[src/rtl/colour_sequence_player_if.sv]
// Controller-side bus of the colour sequence player: push channel, playback control, lamp status.
interface colour_sequence_player_if #(
  parameter int unsigned NUM_COLOURS = 4,
  parameter int unsigned CW          = 2,
  parameter int unsigned DEPTH       = 16
);
  localparam int unsigned LW = $clog2(DEPTH) + 1;

  logic                   clr;
  logic                   push_valid;
  logic [CW-1:0]          push_colour;
  logic                   push_ready;
  logic                   bad_code;
  logic                   start;
  logic [LW-1:0]          len;
  logic [NUM_COLOURS-1:0] lamp;
  logic                   busy;
  logic                   done;

  modport master (
    output clr, push_valid, push_colour, start,
    input  push_ready, bad_code, len, lamp, busy, done
  );

  modport slave (
    input  clr, push_valid, push_colour, start,
    output push_ready, bad_code, len, lamp, busy, done
  );
endinterface

[src/rtl/colour_sequence_player.sv]
// Stores up to DEPTH colour codes and replays them as timed one-hot lamp pulses
// (ON_CYCLES lit, OFF_CYCLES dark per entry).
module colour_sequence_player #(
  parameter int unsigned NUM_COLOURS = 4,
  parameter int unsigned CW          = 2,
  parameter int unsigned DEPTH       = 16,
  parameter int unsigned ON_CYCLES   = 8,
  parameter int unsigned OFF_CYCLES  = 4
) (
  input  logic                     clk,
  input  logic                     rst_n,
  colour_sequence_player_if.slave  io_bus
);
  localparam int unsigned LW   = $clog2(DEPTH) + 1;
  localparam int unsigned IW   = $clog2(DEPTH);
  localparam int unsigned TMax = (ON_CYCLES > OFF_CYCLES) ? ON_CYCLES : OFF_CYCLES;
  localparam int unsigned TW   = (TMax > 1) ? $clog2(TMax) : 1;

  typedef enum logic [1:0] {StIdle, StOn, StOff} state_e;

  state_e                 r_state;
  logic [LW-1:0]          r_len;
  logic [IW-1:0]          r_idx;
  logic [TW-1:0]          r_timer;
  logic [NUM_COLOURS-1:0] r_lamp;
  logic                   r_done;
  logic                   r_bad_code;
  logic [CW-1:0]          r_mem [DEPTH];

  logic          w_push_ready;
  logic          w_push_acc;
  logic          w_code_ok;
  logic          w_wr;
  logic          w_eff_nonzero;
  logic          w_last;
  logic [IW-1:0] w_idx_nxt;
  logic [CW-1:0] w_first;

  function automatic logic [NUM_COLOURS-1:0] f_onehot(input logic [CW-1:0] code);
    logic [NUM_COLOURS-1:0] v;
    v = '0;
    for (int k = 0; k < NUM_COLOURS; k++) begin
      v[k] = (code == CW'(k));
    end
    return v;
  endfunction

  assign w_push_ready  = (r_state == StIdle) && (r_len < LW'(DEPTH));
  assign w_push_acc    = io_bus.push_valid && w_push_ready && !io_bus.clr;
  assign w_code_ok     = ({1'b0, io_bus.push_colour} < (CW + 1)'(NUM_COLOURS));
  assign w_wr          = w_push_acc && w_code_ok;
  assign w_eff_nonzero = (r_len != '0) || w_wr;
  assign w_last        = ({1'b0, r_idx} == (r_len - LW'(1)));
  assign w_idx_nxt     = r_idx + IW'(1);
  // A push accepted alongside start with an empty store is the first entry to show.
  assign w_first       = (r_len == '0) ? io_bus.push_colour : r_mem[0];

  always_ff @(posedge clk) begin
    if (w_wr) begin
      r_mem[r_len[IW-1:0]] <= io_bus.push_colour;
    end
  end

  always_ff @(posedge clk or negedge rst_n) begin
    if (!rst_n) begin
      r_state    <= StIdle;
      r_len      <= '0;
      r_idx      <= '0;
      r_timer    <= '0;
      r_lamp     <= '0;
      r_done     <= 1'b0;
      r_bad_code <= 1'b0;
    end else begin
      r_done     <= 1'b0;
      r_bad_code <= w_push_acc && !w_code_ok;
      if (io_bus.clr) begin
        r_state <= StIdle;
        r_len   <= '0;
        r_idx   <= '0;
        r_timer <= '0;
        r_lamp  <= '0;
      end else begin
        if (w_wr) begin
          r_len <= r_len + LW'(1);
        end
        unique case (r_state)
          StIdle: begin
            if (io_bus.start) begin
              if (w_eff_nonzero) begin
                r_state <= StOn;
                r_idx   <= '0;
                r_timer <= TW'(ON_CYCLES - 1);
                r_lamp  <= f_onehot(w_first);
              end else begin
                r_done <= 1'b1;
              end
            end
          end
          StOn: begin
            if (r_timer == '0) begin
              r_state <= StOff;
              r_timer <= TW'(OFF_CYCLES - 1);
              r_lamp  <= '0;
            end else begin
              r_timer <= r_timer - TW'(1);
            end
          end
          StOff: begin
            if (r_timer == '0) begin
              if (w_last) begin
                r_state <= StIdle;
                r_done  <= 1'b1;
              end else begin
                r_state <= StOn;
                r_idx   <= w_idx_nxt;
                r_timer <= TW'(ON_CYCLES - 1);
                r_lamp  <= f_onehot(r_mem[w_idx_nxt]);
              end
            end else begin
              r_timer <= r_timer - TW'(1);
            end
          end
          default: r_state <= StIdle;
        endcase
      end
    end
  end

  assign io_bus.push_ready = w_push_ready;
  assign io_bus.bad_code   = r_bad_code;
  assign io_bus.len        = r_len;
  assign io_bus.lamp       = r_lamp;
  assign io_bus.busy       = (r_state != StIdle);
  assign io_bus.done       = r_done;
endmodule

[src/flat_wrapper.sv]
// flat-port wrapper written by rule: the top's interface ports become plain ports
module colour_sequence_player_flat 
#(
  parameter int unsigned NUM_COLOURS = 4,
  parameter int unsigned CW          = 2,
  parameter int unsigned DEPTH       = 16,
  parameter int unsigned ON_CYCLES   = 8,
  parameter int unsigned OFF_CYCLES  = 4
)
  (clk, rst_n, io_bus_clr, io_bus_push_valid, io_bus_push_colour, io_bus_start, io_bus_push_ready, io_bus_bad_code, io_bus_len, io_bus_lamp, io_bus_busy, io_bus_done);
  colour_sequence_player_if #(.NUM_COLOURS(NUM_COLOURS), .CW(CW), .DEPTH(DEPTH)) io_bus_i ();
  input  logic clk;
  input  logic rst_n;
  input wire logic [$bits(io_bus_i.clr)-1:0] io_bus_clr;
  input wire logic [$bits(io_bus_i.push_valid)-1:0] io_bus_push_valid;
  input wire logic [$bits(io_bus_i.push_colour)-1:0] io_bus_push_colour;
  input wire logic [$bits(io_bus_i.start)-1:0] io_bus_start;
  output wire logic [$bits(io_bus_i.push_ready)-1:0] io_bus_push_ready;
  output wire logic [$bits(io_bus_i.bad_code)-1:0] io_bus_bad_code;
  output wire logic [$bits(io_bus_i.len)-1:0] io_bus_len;
  output wire logic [$bits(io_bus_i.lamp)-1:0] io_bus_lamp;
  output wire logic [$bits(io_bus_i.busy)-1:0] io_bus_busy;
  output wire logic [$bits(io_bus_i.done)-1:0] io_bus_done;
  assign io_bus_i.clr = io_bus_clr;
  assign io_bus_i.push_valid = io_bus_push_valid;
  assign io_bus_i.push_colour = io_bus_push_colour;
  assign io_bus_i.start = io_bus_start;
  assign io_bus_push_ready = io_bus_i.push_ready;
  assign io_bus_bad_code = io_bus_i.bad_code;
  assign io_bus_len = io_bus_i.len;
  assign io_bus_lamp = io_bus_i.lamp;
  assign io_bus_busy = io_bus_i.busy;
  assign io_bus_done = io_bus_i.done;
  colour_sequence_player #(.NUM_COLOURS(NUM_COLOURS), .CW(CW), .DEPTH(DEPTH), .ON_CYCLES(ON_CYCLES), .OFF_CYCLES(OFF_CYCLES)) u_core (.clk(clk), .rst_n(rst_n), .io_bus(io_bus_i));
endmodule
[config.mk]
export PLATFORM = sky130hd
export DESIGN_NAME = colour_sequence_player_flat
export DESIGN_NICKNAME = d
export VERILOG_FILES = /design/src/rtl/colour_sequence_player_if.sv /design/src/rtl/colour_sequence_player.sv /design/src/flat_wrapper.sv
export SDC_FILE = /design/constraint.sdc
export NUM_CORES = 1
export LEC_CHECK = 0
export CELL_PAD_IN_SITES_DETAIL_PLACEMENT = 0
export CELL_PAD_IN_SITES_GLOBAL_PLACEMENT = 2
export CORE_UTILIZATION = 43
export DETAILED_ROUTE_END_ITERATION = 7
export PLACE_DENSITY = 0.89
export SKIP_CTS_REPAIR_TIMING = 1
export SYNTH_ARGS = -nofsm -noshare
export SYNTH_HDL_FRONTEND = slang
export SYNTH_SLANG_ARGS = --single-unit
export TNS_END_PERCENT = 20
[constraint.sdc]
create_clock -name clk -period 3.7 [get_ports clk]
set_input_delay 0.37 -clock clk [delete_from_list [all_inputs] [get_ports clk]]
set_output_delay 0.37 -clock clk [all_outputs]
set_load 0.01 [all_outputs]
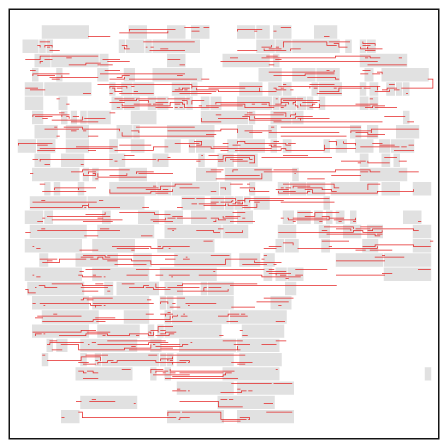
Figure 1: run 1, M1 wires.
Cells faint in the background.
- nets with wire on the layer: 244
- longest straight run: 29.9 µm
- share of all routed wire: 47%
- main direction: horizontal
wire length after detailed routing: 5380 µm
global-route met1 utilization: 23.8%
DR vias: 1795

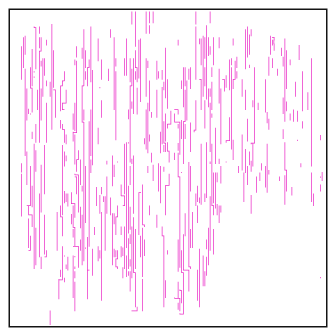
Figure 2: run 1, M2 wires.
- share of all routed wire: 47%
- main direction: vertical
- longest straight run: 35.9 µm
- wire length on this layer: 2530 µm
- nets with wire on the layer: 220

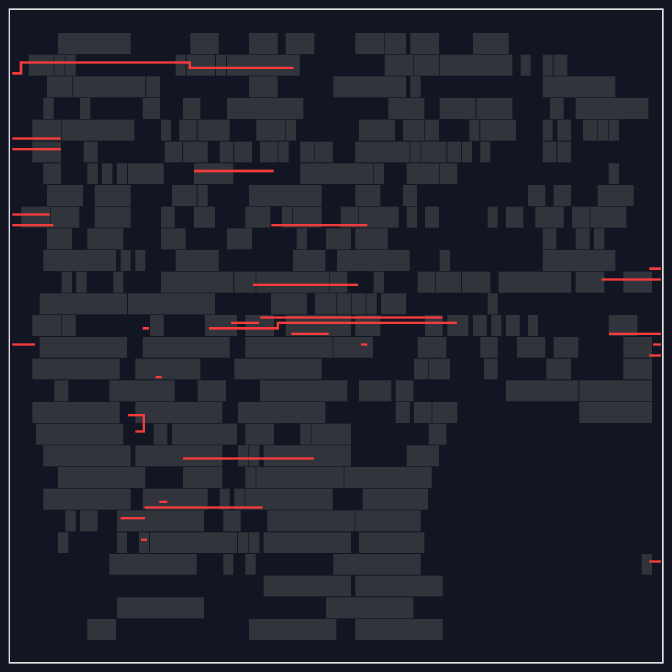
Figure 3: run 1, met3 routing.
Cells faint in the background.
- nets with wire on the layer: 21
- longest straight run: 22.5 µm
- share of all routed wire: 4.0%
- wire length on this layer: 213 µm
- main direction: horizontal
GR Util met3: 3.89%

==> metrics.csv, run 1 <==
stage,metric,value,unit
floorplanning,Chip Footprint,6680,µm²
clocking,CTS tree,yes,
setup_path,Crit path largest cell delay,510,ps
clocking,Clk Tree Root Cell,sky130_fd_sc_hd__clkbuf_8,
setup_path,top fanout value on the critical path,8,
setup_path,Register-to-Register Setup Slack,1000,ps
place,Detailed Place HPWL,3880,µm
detailed_routing,number of nets with antenna violations after detailed routing,0,
floorplanning,die height,81.7,µm
floorplanning,placement row count,28,
final_timing,Final Hold Slack,484,ps
synthesis,Yosys warning total,0,
power,Static Leakage,0.00115,µW
global_routing,vias in the first global route,1753,
clocking,clock tree buffer depth,2,
layout,most used cells in the layout excluding fill and tap cells,"sky130_fd_sc_hd__edfxtp_1 (32), sky130_fd_sc_hd__nor2_1 (25), sky130_fd_sc_hd__dfrtp_1 (19)",
global_routing,maximum number of pins on one net before global-route repair,20,
clocking,number of buffers created by CTS,5,
setup_path,Worst Setup SP,u_core.io_bus.len[0],
synthesis,ranking of synthesized cells by instance count,"sky130_fd_sc_hd__edfxtp_1 (32), sky130_fd_sc_hd__nor2_1 (25), sky130_fd_sc_hd__dfrtp_1 (19)",
power,power density of the placed cells,565,nW/µm²
synthesis,post-synthesis area per instance,12.0,µm²
setup_path,total stage count of the critical path,8,
setup_path,worst path required time,3890,ps
setup_path,worst setup path endpoint,u_core.r_idx[3],
hold_path,Hold Startpoint,u_core.r_timer[1],
synthesis,"area share, top type",35.2,%
layout,P&R area growth vs syn,12.6,%
power,peak supply drop,0.267,mV
hold_path,kind of path behind the tightest hold check,reg2reg,
clocking,sink count of the clock tree,51,
synthesis,"Seq/Total Area, Yosys",52.6,%
final_timing,worst-case setup margin in the final layout,1000,ps
setup_path,arrival time at the worst endpoint,2890,ps
outcome,outcome,"finished, final reports clean",
clocking,count of H-tree levels built during CTS,2,
run,total of max-cap violations,0,
layout,proportion of layout cells with a drive suffix above 1,11.3,%
setup_path,Critical Path Source Type,flop,
place,placer congestion estimate,0.718,
final_timing,post-layout min period,2700,ps
[run 1: flip-flops by register name, summed over array words and instances (netlist names)]
| name | count |
|---|---|
| u_core.r_timer | 3 |
| u_core.io_bus.lamp | 4 |
| u_core.io_bus.len | 5 |
| u_core.r_idx | 4 |
| u_core.r_mem | 32 |
| u_core.r_state | 2 |
| u_core.io_bus.done | 1 |
[run 1: final cells by class]
class                   instances  area, µm²  area share (%)
clock buffers                   6       72.6            2.36
flip-flops and latches         51       1440            46.7
multi-input cells             156       1210            39.5
clock inverters                 2       16.3           0.528
well taps                      75       93.8            3.05
inverters                      13       48.8            1.59
repair buffers                 20        195            6.34
[run 1: tightest hold or removal path, stage by stage (launching register included)]
cell and delay (ps):
sky130_fd_sc_hd__dfrtp_1 350, sky130_fd_sc_hd__nand2_1 40, sky130_fd_sc_hd__o21ai_0 60
[run 1: layer usage]
metal  vias to the layer above  routed length, µm  global-route usage (%)
li1                        869                  -                       -
met1                       880               2550                    23.8
met2                        37               2530                    28.2
met3                         9                213                    3.89
met4                         0                 90                    6.84
met5                         -                  0                       0
[run 1: power breakdown]
group | internal [µW] | switching [µW] | leakage, µW
clock | 136 | 189 | 0.0000418
sequential | 660 | 49.9 | 0.000545
combinational | 316 | 388 | 0.000562
total | 1110 | 626 | 0.00115
[run 1: logic make-up after synthesis]
logic type	after synthesis	synth area share, %
simple gates	77	14.0
flops	51	52.6
xor+xnor	9	2.88
compound gates	37	10.7
buf+inv	20	2.98
mux	19	10.9
fa+ha+maj	13	5.95
other cells	1	0.137
[run 1: metrics by stage]
step / util [%] / std cells
after floorplan: - / 227
after detailed placement: 49.6 / 315
after CTS: 51.1 / 323
after global routing: 51.1 / 323
after global placement: 49.6 / 315
final: 51.1 / 323
Figure 4. Routing congestion map (run 1).
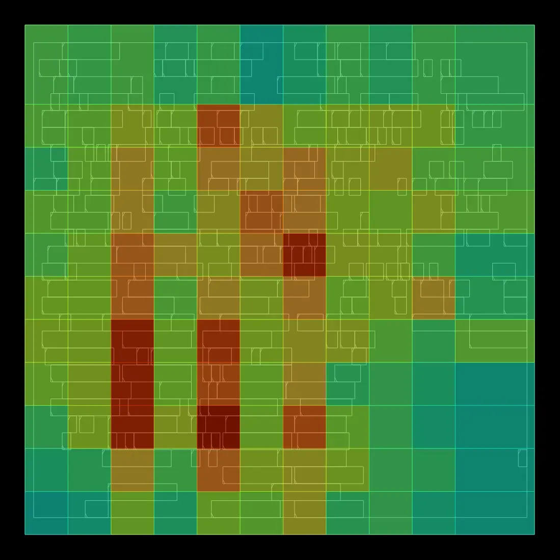

## Run 2: what changed since run 1
Settings changed: CORE_UTILIZATION 43 to 36, PLACE_DENSITY 0.89 to 0.8.
Clock period 3.7 ns to 2.4 ns, I/O delays scaled along.
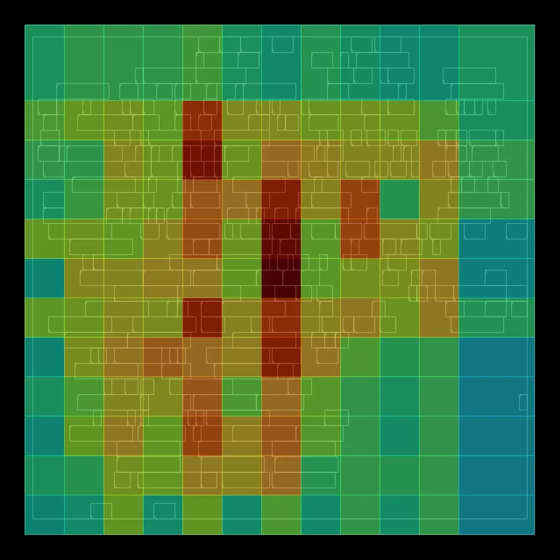
Figure 5: run 2, routing congestion map.
total global-route track usage: 16.6%
GR Util met3: 3.05%
met2 track utilization from global routing: 26.3%

==> run 2 against run 1 <==
Against the previous run: first-iteration DRC count decreased by 29%; count of clock-buffer cells in the layout decreased by 1; clock power increased by 71%; hold slack got worse by 240 ps; register-to-register slack got worse by 960 ps; design area increased by 6.7%; core utilization decreased by 6.0 points; critical path type unchanged; largest cell class unchanged.
==> metrics.csv, run 2 <==
stage,metric,value,unit
final_timing,worst-case setup margin in the final layout,39.5,ps
layout,Layout non-clock buf frac,10.3,%
floorplanning,inserted tap cell count,99,
synthesis,"Seq/Total Area, Yosys",52.6,%
setup_path,arrival time at the worst endpoint,2580,ps
clocking,count of H-tree levels built during CTS,2,
detailed_routing,DR vias,1886,
global_routing,maximum number of pins on one net before global-route repair,20,
global_routing,vias in the first global route,1916,
synthesis,ranking of synthesized cells by instance count,"sky130_fd_sc_hd__edfxtp_1 (32), sky130_fd_sc_hd__nor2_1 (25), sky130_fd_sc_hd__dfrtp_1 (19)",
clocking,number of buffers created by CTS,5,
layout,number of ordinary inverters in the final layout,13,
outcome,outcome,"finished, final reports clean",
layout,largest class,flip-flops and latches,
layout,buffers outside the clock class,39,
run,total of max-cap violations,0,
floorplanning,die height,89.1,µm
setup_path,Crit path largest cell delay,490,ps
setup_path,total stage count of the critical path,8,
layout,Layout Utilization,45.1,%
setup_path,Register-to-Register Setup Slack,40,ps
layout,total of clock buffers placed in the layout,5,
place,Detailed Place HPWL,4350,µm
setup_path,worst path required time,2620,ps
floorplanning,placement row count,31,
synthesis,"area share, top type",35.2,%
hold_path,kind of path behind the tightest hold check,in2async,
layout,Layout clock area frac,2.97,%
layout,logic share of the area,37.6,%
layout,most used cells in the layout excluding fill and tap cells,"sky130_fd_sc_hd__edfxtp_1 (32), sky130_fd_sc_hd__nor2_1 (25), sky130_fd_sc_hd__buf_4 (21)",
final_timing,Final Hold Slack,248,ps
power,peak supply drop,0.278,mV
detailed_routing,wire length after detailed routing,5790,µm
layout,sequential cell count,51,
synthesis,Yosys warning total,0,
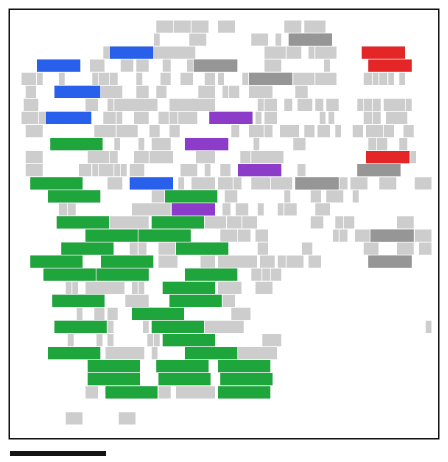
Figure 6: run 2, where the registers sit.
Bar = 20 µm. Other sequential cells in the stronger gray, the rest of the logic in the fainter gray.
- red: u_core.r_timer (flops 3)
- purple: u_core.r_idx (flops 4)
- green: u_core.r_mem (flops 32)
- blue: u_core.io_bus.len (flops 5; where top left)

## run 2: cell counts after synthesis
No cell type changed its count.
## run 2: stage by stage
| step | total power, µW | setup TNS, ps | std cells |
|---|---|---|---|
| after detailed placement | 2320 | -4.97 | 357 |
| after floorplan | 1880 | 0 | 227 |
| final | 2870 | 0 | 366 |
| after CTS | 2870 | -23.7 | 365 |
| after global placement | 2310 | 0 | 357 |
| after global routing | 3090 | -244 | 366 |
## run 2: path summary, 6_finish.rpt
kind | from | endpoint
worst max register to register | u_core.io_bus.len[1] | u_core.r_idx[3]
worst min register to register | u_core.r_timer[1] | u_core.r_timer[1]
worst min-delay path | rst_n | u_core.io_bus.lamp[1]
min in group clk | u_core.r_timer[1] | u_core.r_timer[1]
worst max-delay path | u_core.io_bus.len[1] | u_core.r_idx[3]
max in group asynchronous | rst_n | u_core.io_bus.len[0]
## run 2: kinds of logic after synthesis
kind of cell               count (synthesis)  share of synthesized area [%]
xor gates and xnor gates                   9                           2.88
other                                      1                          0.137
adders and majority gates                 13                           5.95
DFF                                       51                           52.6
buffers and inverters                     20                           2.98
AOI/OAI and AO/OA                         37                           10.7
and+or+nand+nor                           77                           14.0
muxes                                     19                           10.9
## run 2: routing by layer
| layer | global-route usage [%] | up-vias | share of wire [%] |
|---|---|---|---|
| li1 | - | 909 | - |
| met3 | 3.05 | 9 | 2.6 |
| met1 | 23.1 | 936 | 49 |
| met4 | 5.05 | 0 | 2.0 |
| met5 | 0 | - | 0 |
| met2 | 26.3 | 32 | 46 |
## run 2: power breakdown
group	switching (µW)	total (µW)	internal (µW)
Combinational	655	1240	585
Sequential	60.2	1080	1020
Clock	334	555	221
## Run 3: what changed since run 2
Settings changed: SLEW_MARGIN set to 20.
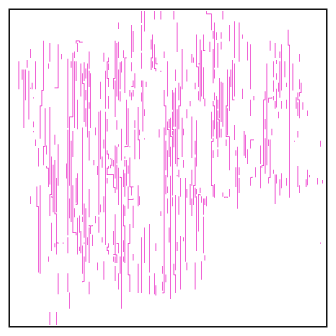
Figure 7: run 3, M2 wires.
- share of all routed wire: 46%
- main direction: vertical
- nets with wire on the layer: 243
- wire length on this layer: 2670 µm

==> run 3 against run 2 <==
Against the previous run: register-to-register slack about the same; sequential power about the same; routed wire length unchanged; core utilization unchanged; largest cell class unchanged; global-route usage unchanged; sequential share of layout area unchanged; non-clock buffer count unchanged; via count unchanged; total power unchanged; synthesized area unchanged; critical endpoint unchanged; die area unchanged.
==> metrics.csv, run 3 <==
stage,metric,value,unit
clocking,number of buffers created by CTS,5,
place,Detailed Place HPWL,4350,µm
place,placer congestion estimate,0.770,
setup_path,startpoint of the worst register-to-register path,u_core.io_bus.len[1],
synthesis,proportion of synthesized area in mux cells,10.9,%
synthesis,main logic family after synthesis,simple AND/OR/NAND/NOR gates,
run,total of max-cap violations,0,
layout,P&R area growth vs syn,20.2,%
power,peak supply drop,0.278,mV
setup_path,RR Endpoint,u_core.r_idx[3],
setup_path,Crit path largest cell delay,490,ps
floorplanning,Chip Footprint,7940,µm²
floorplanning,die height,89.1,µm
synthesis,"Seq/Total Area, Yosys",52.6,%
clocking,clock tree buffer depth,2,
detailed_routing,DR vias,1886,
power,Static Leakage,0.00126,µW
outcome,outcome,"finished, final reports clean",
synthesis,xor/xnor share of the synthesized area,2.88,%
layout,most used cells in the layout excluding fill and tap cells,"sky130_fd_sc_hd__edfxtp_1 (32), sky130_fd_sc_hd__nor2_1 (25), sky130_fd_sc_hd__buf_4 (21)",
synthesis,Yosys warning total,0,
detailed_routing,number of nets with antenna violations after detailed routing,0,
synthesis,Basic Gates by Area,14.0,%
setup_path,worst path required time,2620,ps
setup_path,Worst Setup SP,u_core.io_bus.len[1],
global_routing,maximum number of pins on one net before global-route repair,20,
clocking,sink count of the clock tree,51,
clocking,CTS tree,yes,
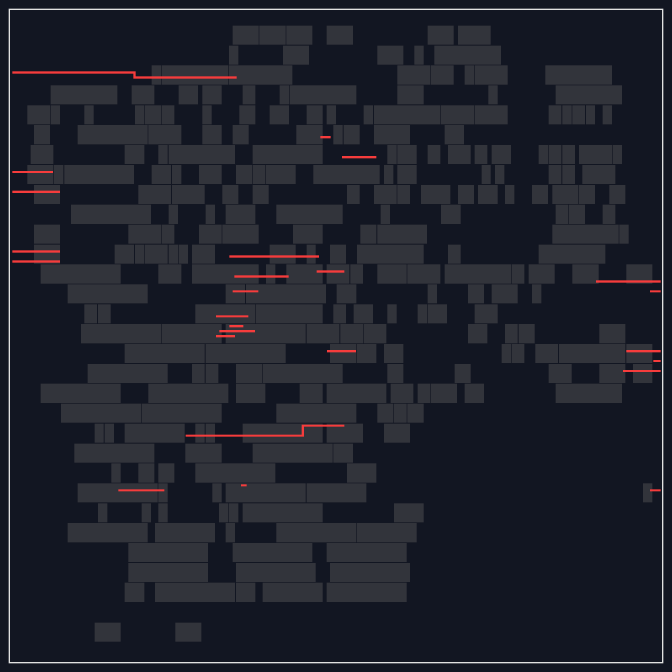
Figure 8: run 3, met3 routing.
Cells faint in the background.
- main direction: horizontal
- wire length on this layer: 152 µm
- share of all routed wire: 2.6%
- longest straight run: 16.6 µm

## run 3: cell counts in the layout (fill, tap and decap cells not counted)
Identical to the previous run, type by type.
## run 3: through the flow
| step | instances | hold WS [ps] | setup WS (ps) | TNS [ps] | util (%) |
|---|---|---|---|---|---|
| final | 366 | 248 | 39.5 | 0 | 45.1 |
| after global routing | 366 | 290 | -74.2 | -244 | 45.1 |
| after CTS | 365 | 259 | -23.7 | -23.7 | 44.6 |
| after detailed placement | 357 | 471 | -4.97 | -4.97 | 43.3 |
| after global placement | 357 | 472 | 54.9 | 0 | 43.3 |
| after floorplan | 227 | -55.6 | 10.0 | 0 | - |
## run 3: layout make-up
cell class	instances	area, µm²
fillers	699	4010
flip-flops and latches	51	1440
multi-input cells	156	1240
repair buffers	39	338
well taps	99	124
clock buffers	5	68.8
inverters	13	51.3
clock inverters	3	28.8
## run 3: cell families after synthesis
| family | count (synthesis) |
|---|---|
| compound gates | 37 |
| xor+xnor | 9 |
| fa+ha+maj | 13 |
| buf+inv | 20 |
| flops | 51 |
| mux | 19 |
| other cells | 1 |
| simple gates | 77 |
## run 3: worst max-delay path, delay by kind of cell (launching register included)
kind | cells | cell delay [ps]
compound gates | 3 | 760
buf+inv | 1 | 80
fa+ha+maj | 1 | 140
mux | 1 | 320
flops | 1 | 430
simple gates | 2 | 540
## run 3: power breakdown
part | internal (µW) | leakage [µW] | switching [µW] | total, µW
clock | 221 | 0.0000511 | 334 | 555
combinational | 585 | 0.000670 | 655 | 1240
sequential | 1020 | 0.000542 | 60.2 | 1080
## run 3: per-layer routing
metal	share of wire [%]	global-route usage [%]	wire length [µm]
met3	2.6	3.05	152
met4	2.0	5.05	114
met1	49	23.1	2860
met2	46	26.3	2670
met5	0	0	0
Power and IR drop assume default switching activity.
